Fig. 1: metal 2
(1 px per um)
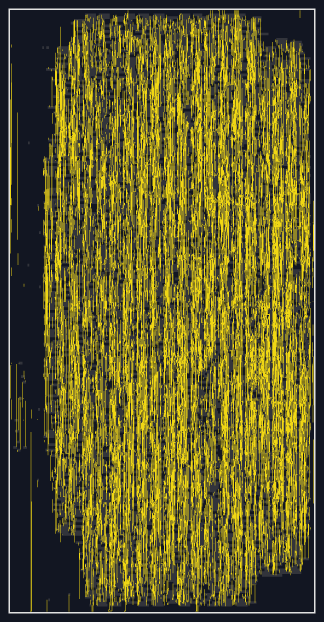
Fig. 2: sequential cells grouped by signal name
(1 px per um) Other sequential cells in the stronger gray, the rest of the logic in the fainter gray.
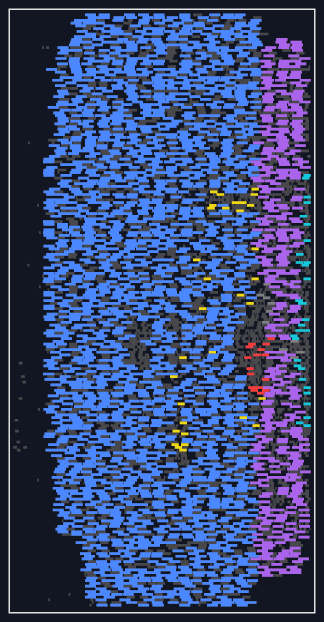
Fig. 3: routing congestion
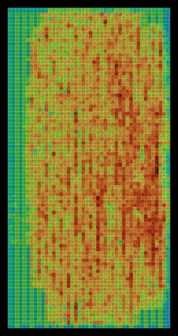
Design direct_mapped_line_cache, sky130hd; sources not shown.
==> highlights.md <==
• 602 um — Die Ht
• completed — outcome
• flip-flop — endpoint type of the worst setup path
• 17.6 mW — cell internal power dissipation
• 2,520 — number of synthesized register bits
• 11,600 — fillcell total
• flip-flop to flip-flop — worst setup path category
• 1.85% — Synth Area in Simple Gates
• sky130_fd_sc_hd__edfxtp_1 — most frequently used cell type in the post-synthesis netlist
• 6.06% — Layout clock area frac
• 10,230 ps — data required time of the critical path
• 130 — count of input and output buffers
• sequential cells — Max power group
• flip-flop to flip-flop — worst min-delay path class
• 1000 ps — pin slew with the least headroom to its limit
• 196 MHz — Fmax
• 0.183 mm2 — chip area
• 0 — total of cells resized after clock tree synthesis
• 0 — hold violation total from the final report
• sky130_fd_sc_hd__edfxtp_1 (2,432), sky130_fd_sc_hd__mux4_2 (739), sky130_fd_sc_hd__nor2_1 (154), sky130_fd_sc_hd__clkbuf_1 (125) — top post-synthesis cells by count
• 3.03% — fraction of area in non-clock buffers
• 0.000202 V — peak supply drop
• 70 ps — CTS clk-pin slew, worst paths
• 4,252 — yosys cell count
• 4,252 — number of cells produced by synthesis
• 4390 ps — final setup slack of the worst path
• 38.3% — share of total power in the clock network
• 20 — number of antenna violations at the first check in global routing
• 21.3% — net switching fraction of the power
• 4390 ps — worst reg2reg setup slack
• 304 um — Die Width
• 0% — share of async-settable or async-resettable flops after synthesis
• 209 — number of buffers added by the clock tree synthesis step
• 250 — clock buffer count
• 8 — number of logic inverters in the finished layout
• 12.4% — P&R area growth vs syn
• 55.0% — sequential share of power
• 218 — number of cell rows
• 11 — Worst Reg-to-Reg Cells
• 4270 ps — worst setup slack before clock tree synthesis
Notes on Fig. 1 above:
- nets with wire on the layer: 4,171
- main direction: vertical
total via count in the routed design: 45,400
met2 layer usage reported by global route: 47.4%
Total Routed Length: 234 mm

Notes on Fig. 2 above:
- req_addr: cyan (flops 30; where east)
- cache_rdata: yellow (flops 32)
- valid: red (flops 16; where east)
- line_data: blue (flops 2,048)
- tag_mem: purple (flops 384; where a vertical strip on the right)
sequential share of cell area: 68.2%
power of the sequential group: 12.3 mW
area used by sequential logic in the layout: 0.0748 mm2

Notes on Fig. 3 above:
global routing met1 resource utilization: 31.5%
final design utilization: 62.2%
post-detailed-route wirelength per cell: 33.7 um
all-layer global routing usage: 25.9%

[critical path, cell delays in order (launching register included)]
cell and delay, ps:
sky130_fd_sc_hd__dfxtp_4 760, sky130_fd_sc_hd__buf_12 490, sky130_fd_sc_hd__buf_12 610, sky130_fd_sc_hd__mux4_2 590, sky130_fd_sc_hd__mux2i_1 210, sky130_fd_sc_hd__xnor2_1 150
sky130_fd_sc_hd__nor2_1 60, sky130_fd_sc_hd__o22ai_1 690, sky130_fd_sc_hd__or3_2 240, sky130_fd_sc_hd__buf_4 580, sky130_fd_sc_hd__o41ai_1 140, sky130_fd_sc_hd__a311oi_1 360
[routing by layer]
layer	share of wire, %	GRT usage [%]	up-vias
met4	3.6	9.00	2
met3	6.7	3.55	423
met2	55	47.4	1962
li1	-	-	18500
met5	0.0055	0	-
met1	34	31.5	24500
No activity file was given, so power comes from the tool's default toggle rates.
